==> config.mk <==
export PLATFORM = sky130hd
export DESIGN_NAME = uart_rx_byte
export DESIGN_NICKNAME = d
export VERILOG_FILES = /design/src/rtl/uart_rx_byte.sv
export SDC_FILE = /design/constraint.sdc
export NUM_CORES = 1
export LEC_CHECK = 0
export ABC_AREA = 1
export CORE_ASPECT_RATIO = 0.8
export CORE_UTILIZATION = 55
export DETAILED_ROUTE_END_ITERATION = 6
export PLACE_DENSITY = 0.75
export SLEW_MARGIN = 5
export SYNTH_ARGS = -nofsm -noshare
export SYNTH_HDL_FRONTEND = slang
export SYNTH_SLANG_ARGS = --single-unit
==> constraint.sdc <==
create_clock -name CLK -period 1.6 [get_ports CLK]
set_input_delay 0.4 -clock CLK [delete_from_list [all_inputs] [get_ports CLK]]
set_output_delay 0.4 -clock CLK [all_outputs]
set_load 0.005 [all_outputs]
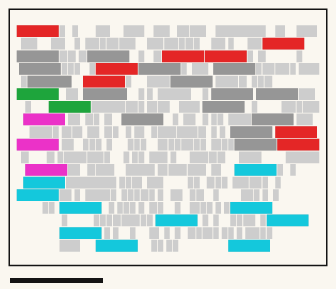
Run 1: register map, names as in the netlist
Scale bar: 20 µm. Other sequential cells in the stronger gray, the rest of the logic in the fainter gray.
| color | name in the netlist | placed flops |
|---|---|---|
| cyan | r_cnt | 10 |
| green | r_live | 2 |
| red | DATA | 8 |
| magenta | r_state | 3 |
not colored: 15
Flop+latch power: 1.09 mW
register area: 953.4 µm²
Seq/total area: 0.4030
Finished Core Util: 0.7398

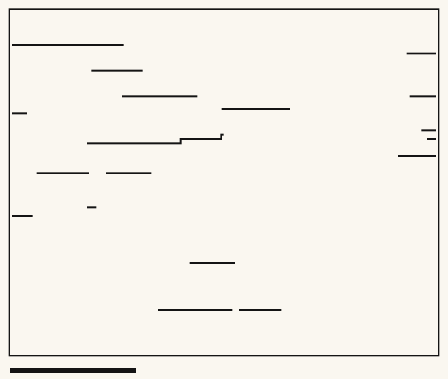
Run 1: signal wires on met3
Scale bar: 20 µm.
wire length on this layer: 134 µm
main direction: horizontal
longest straight run: 17.5 µm
nets with wire on the layer: 14
share of all routed wire: 3.9%
Via Count: 1,460
met3 Use GR: 0.05625
total wire length: 3.409 mm

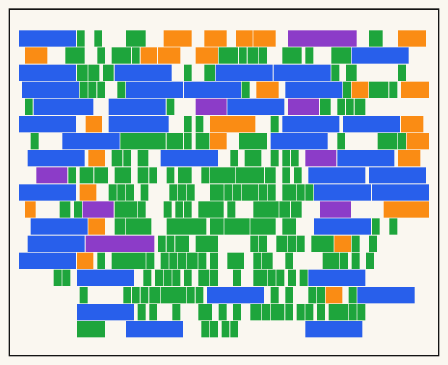
Run 1: cells colored by class
| color | class | cells | share of their area |
|---|---|---|---|
| purple | clock drivers and dummy loads | 8 | 6.2% |
| orange | other buffers and delay cells | 26 | 11% |
| green | all other logic | 186 | 42% |
| blue | flops | 38 | 41% |
core area: 3198 µm²
num rows: 18
cell area after layout: 2366 µm²

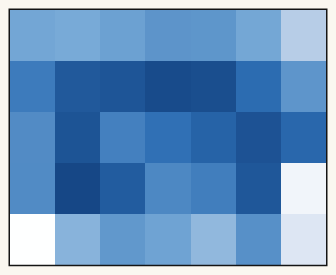
Run 1: cell density map
7 x 5 tiles, from white (low) to dark blue (high), 0 to 100% covered.
mean over tiles: 62%
nearly empty tiles: 2.9%
fullest tile: 91%
tiles over 75% full: 34%
Core Density at Floorplan: 0.6005

==> results.cfg, run 1 <==
; generated from flow reports
[clocking]
cts.sinks = 38
clock_latency_ns = 0.28
cts_tree = built
cts_resized = 5

[synthesis]
synth_cell_type_count = 31
ys_cells = 227
avgSynthCellArea_um2 = 8.461
netlist_area_um2 = 1921
synth_nets = 234
ys.warnings.count = 0
yosys_area_um2 = 1921
simple_gate_share = 0.3068
edf_count = 0
top_logic_kind = simple AND/OR/NAND/NOR gates
seq_area_frac_synth = 0.4964
xor_area_frac = 0.004560
ff_type = dfrtp_1
synthAoiAreaFrac = 0.07818
synthTopCellsByCount = 60 x nand2_1, 36 x dfrtp_1, 33 x inv_1
fa_ha_area_frac = 0.02606
top_cell_area_share = 0.4691
ys_seq_elements = 38

[pwr]
finalPower_mw = 2.714
powerDensity_nw_per_um2 = 1147
p_leak_nw = 1.231

[sta]
slew_violations = 0
rsz0062_at_grt = true
max_freq_mhz = 648.2
finalClockSkew_ns = 0.004711
setup_viol = 0
setup_ws_ns = 0.05735
hold_viol = 0
tns_ns = 0
post-route-period-util = 0.9642
period_minus_slack_ns = 1.543

[finish]
sh_comb_area = 0.3506
mostFrequentLayoutCell = nand2_1
buffer_area_frac = 0.1079
area_share_clock_buf_inv = 0.06029
buffers_excl_clock = 26
drive_gt1_frac = 0.2171
n_sequential_cell = 38
nNonClkInverters = 36
logic_area_um2 = 829.5
n_fill_cell = 250
mostFrequentLayoutCells = 60 x nand2_1, 36 x dfrtp_1, 33 x inv_1

[outcome]
status = completed

[job]
warnings = 28
cap_viol_max_count = 0

[detailed_routing]
dr.pass1.iters = 4
routed_via_density = 4.899
wl_per_cell_um = 11.44
drc_errors = 0

[critical_path]
r2r_cells = 9
required_ns = 1.20
path_delay_family = buffers and inverters
critPathMaxStageDelay_ns = 0.51
cp_max_fo = 2
cp.buffers_inverters = 1
crit_path_top_delay_cell = clkdlybuf4s50_1

[floorplan]
tap-cell-count = 40

[global_routing]
grt_pass1_wl_mm = 5.865
grt_max_degree = 39
overflow = 0

[placed_design]
place_ws_ns = -0.01768
dpl.hpwl_mm = 2.476
port_buffers = 13

[min_path]
hp-class = flop to flop
holdPathStages = 0
==> run 1: per-layer routing <==
layer	GRT usage	up-vias	wire length [µm]
met4	0.04167	0	18
li1	-	766	-
met1	0.3249	666	1751
met3	0.05625	5	133
met2	0.3284	23	1506
met5	0	-	0
==> run 1: per-stage QoR <==
stage               hold WS (ns)  std cells  area, µm²
floorplan                 0.3312        227       1921
global placement          0.3325        287       2171
detailed placement        0.3365        287       2171
CTS                       0.3537        295       2311
global route              0.3654        298       2366
finish                    0.3504        298       2366
==> run 1: where the power goes <==
group	leakage [nW]	internal (mW)	switching (mW)	total (mW)
clock network	0.0714	0.665	0.319	0.984
registers	0.514	1.03	0.0581	1.09
logic	0.645	0.239	0.401	0.640
total	1.23	1.94	0.779	2.71
==> inputs of run 2 (changes only) <==
--- a/config.mk
+++ b/config.mk
@@ -7,9 +7,9 @@
 export LEC_CHECK = 0
 export ABC_AREA = 1
 export CORE_ASPECT_RATIO = 0.8
-export CORE_UTILIZATION = 55
+export CORE_UTILIZATION = 57
 export DETAILED_ROUTE_END_ITERATION = 6
-export PLACE_DENSITY = 0.75
+export PLACE_DENSITY = 0.78
 export SLEW_MARGIN = 5
 export SYNTH_ARGS = -nofsm -noshare
 export SYNTH_HDL_FRONTEND = slang
==> run 2 against run 1 <==
Compared with the run above: global-route usage increased by 1.7 points; total power grew 1.3%; non-clock buffer count grew 3; area after synthesis did not move; sequential power about the same; first-iteration DRC count rose by 13%; largest cell class unchanged; largest power group unchanged.
==> results.cfg, run 2 <==
; generated from flow reports
[synthesis]
seq_area_frac_synth = 0.4964
synth_cell_type_count = 31
ys_seq_elements = 38
synth_nets = 234
yosys_area_um2 = 1921
top_cell_area_share = 0.4691
top_cells_by_area = dfrtp_1 47%, nand2_1 12%, inv_1 6.4%
edf_count = 0
synthTopCellsByCount = 60 x nand2_1, 36 x dfrtp_1, 33 x inv_1
ff_type = dfrtp_1
async_flop_share = 1.000
ys_cells = 227
ys.warnings.count = 0
postSynthCellCount = 227
netlist_area_um2 = 1921
avgSynthCellArea_um2 = 8.461

[critical_path]
rrSetupSlack_ns = 0.09
crit_path_top_delay_cell = clkdlybuf4s50_1
crit_type = flop to output port
critPathMaxStageDelay_ns = 0.50
critPathCaptureType = output port
worst-path-stages = 1
cp_max_fo = 2
path_delay_family = buffers and inverters
r2r_cells = 7
crit_chain = clkdlybuf4s50_1
cp.buffers_inverters = 1
required_ns = 1.20
arrival_ns = 1.16
critPathLaunchType = flop

[pwr]
finalPower_mw = 2.749
p_leak_nw = 1.215
powerDensity_nw_per_um2 = 1155
ir_drop_v = 0.0007729

[finish]
buffers_excl_clock = 29
area_share_clock_buf_inv = 0.05991
drive_gt1_frac = 0.2261
syn2layout_area_growth_pct = 23.97
diodes = 0
mostFrequentLayoutCells = 60 x nand2_1, 36 x dfrtp_1, 33 x inv_1
clock_buffers = 6
buffer_area_frac = 0.1198
mostFrequentLayoutCell = nand2_1
sh_comb_area = 0.3421
nNonClkInverters = 36
biggestCellCategory = sequential cells
logic_area_um2 = 814.5
multi_input_comb_cells = 150
flop_area_um2 = 953.4

[clocking]
path_clk_slew_ns = 0.08
numCtsBuffers = 5
cts_resized = 4
cts_tree = built
cts_setup_buffers = 0
clock_path_buffers = 2
clock_latency_ns = 0.29
cts.sinks = 38
cts-root-buf = clkbuf_8

[sta]
period_minus_slack_ns = 1.556
max_freq_mhz = 642.5
setup_viol = 0
hold_viol = 0
setup_ws_ns = 0.04351
slew_violations = 0
post-route-period-util = 0.9728
rsz0062_at_grt = true
finalClockSkew_ns = 0.007217
whs_ns = 0.3505

[detailed_routing]
topRoutingLayerUsed = met4
drt_iter0_markers = 76
wl_met1_mm = 1.893
drc_errors = 0
wl_per_cell_um = 13.08
wirelength_mm = 3.936
dr.pass1.iters = 4
via_count = 1517
ant_nets = 0
routed_via_density = 5.040
wl_met3_um = 117
wl_met2_mm = 1.895

[floorplan]
fp-row-count = 18
die_width_um = 66.90
fp_util = 0.6091
die_h_um = 53.92
tap-cell-count = 40

[global_routing]
grt_use_total = 0.2374
grt_pass1_wl_mm = 6.113
grt_pass1_vias = 1383
grt-busiest-layer = met2
grt_use_met1 = 0.3020
grt_max_degree = 39
gr-usage-met2 = 0.4091
antenna_found_initial = 0
met3_usage = 0.05720
overflow = 0

[min_path]
holdPathStages = 0
hp-class = flop to flop

[outcome]
status = completed

[placed_design]
place.gp.congestion = 0.8584
place_inst = 290
place_ws_ns = 0.02491
dpl.hpwl_mm = 2.536
port_buffers = 13

[job]
cap_viol_max_count = 0
warnings = 28
-- run 2: where the power goes --
part	total (mW)	switching, mW	internal [mW]	leakage (nW)
logic	0.659	0.416	0.243	0.630
clock network	1.01	0.342	0.665	0.0714
registers	1.08	0.0510	1.03	0.514
total	2.75	0.809	1.94	1.22
-- run 2: through the flow --
stage | setup TNS, ns | cell area [µm²]
after global placement | 0 | 2206
after detailed placement | 0 | 2206
after global routing | -0.2720 | 2381
after CTS | 0 | 2344
after floorplan | 0 | 1921
final | 0 | 2381
-- run 2: cell families (layout without fill, tap and decap cells) --
kind of cell	count (synthesis)	count (layout)	synth area share
simple gates	121	121	0.3068
buf+inv	39	73	0.08599
flops	38	38	0.4964
compound gates	23	23	0.07817
fa+ha+maj	4	4	0.02606
other cells	1	1	0.001953
xor+xnor	1	1	0.004561
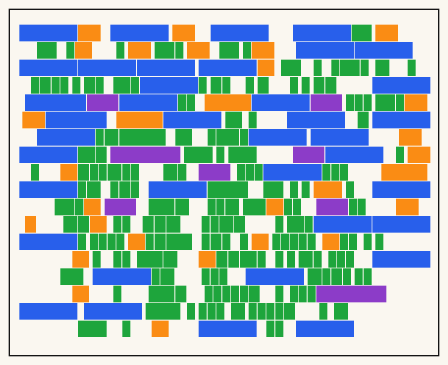
Run 2: cells colored by class
| color | class | cells | share of their area |
|---|---|---|---|
| green | all other logic | 186 | 41% |
| orange | other buffers and delay cells | 29 | 12% |
| blue | flops | 38 | 41% |
| purple | clock drivers and dummy loads | 8 | 6.1% |
cell area after layout: 2381 µm²
core area: 3153 µm²
Finished Core Util: 0.7552

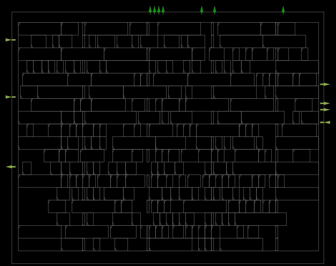
Run 2: cell placement
flip-flops: 38
non-filler cells, final: 301
Seq/total area: 0.4004
fillers: 225

Power figures rest on the tool's default switching activity, not on a simulated workload.
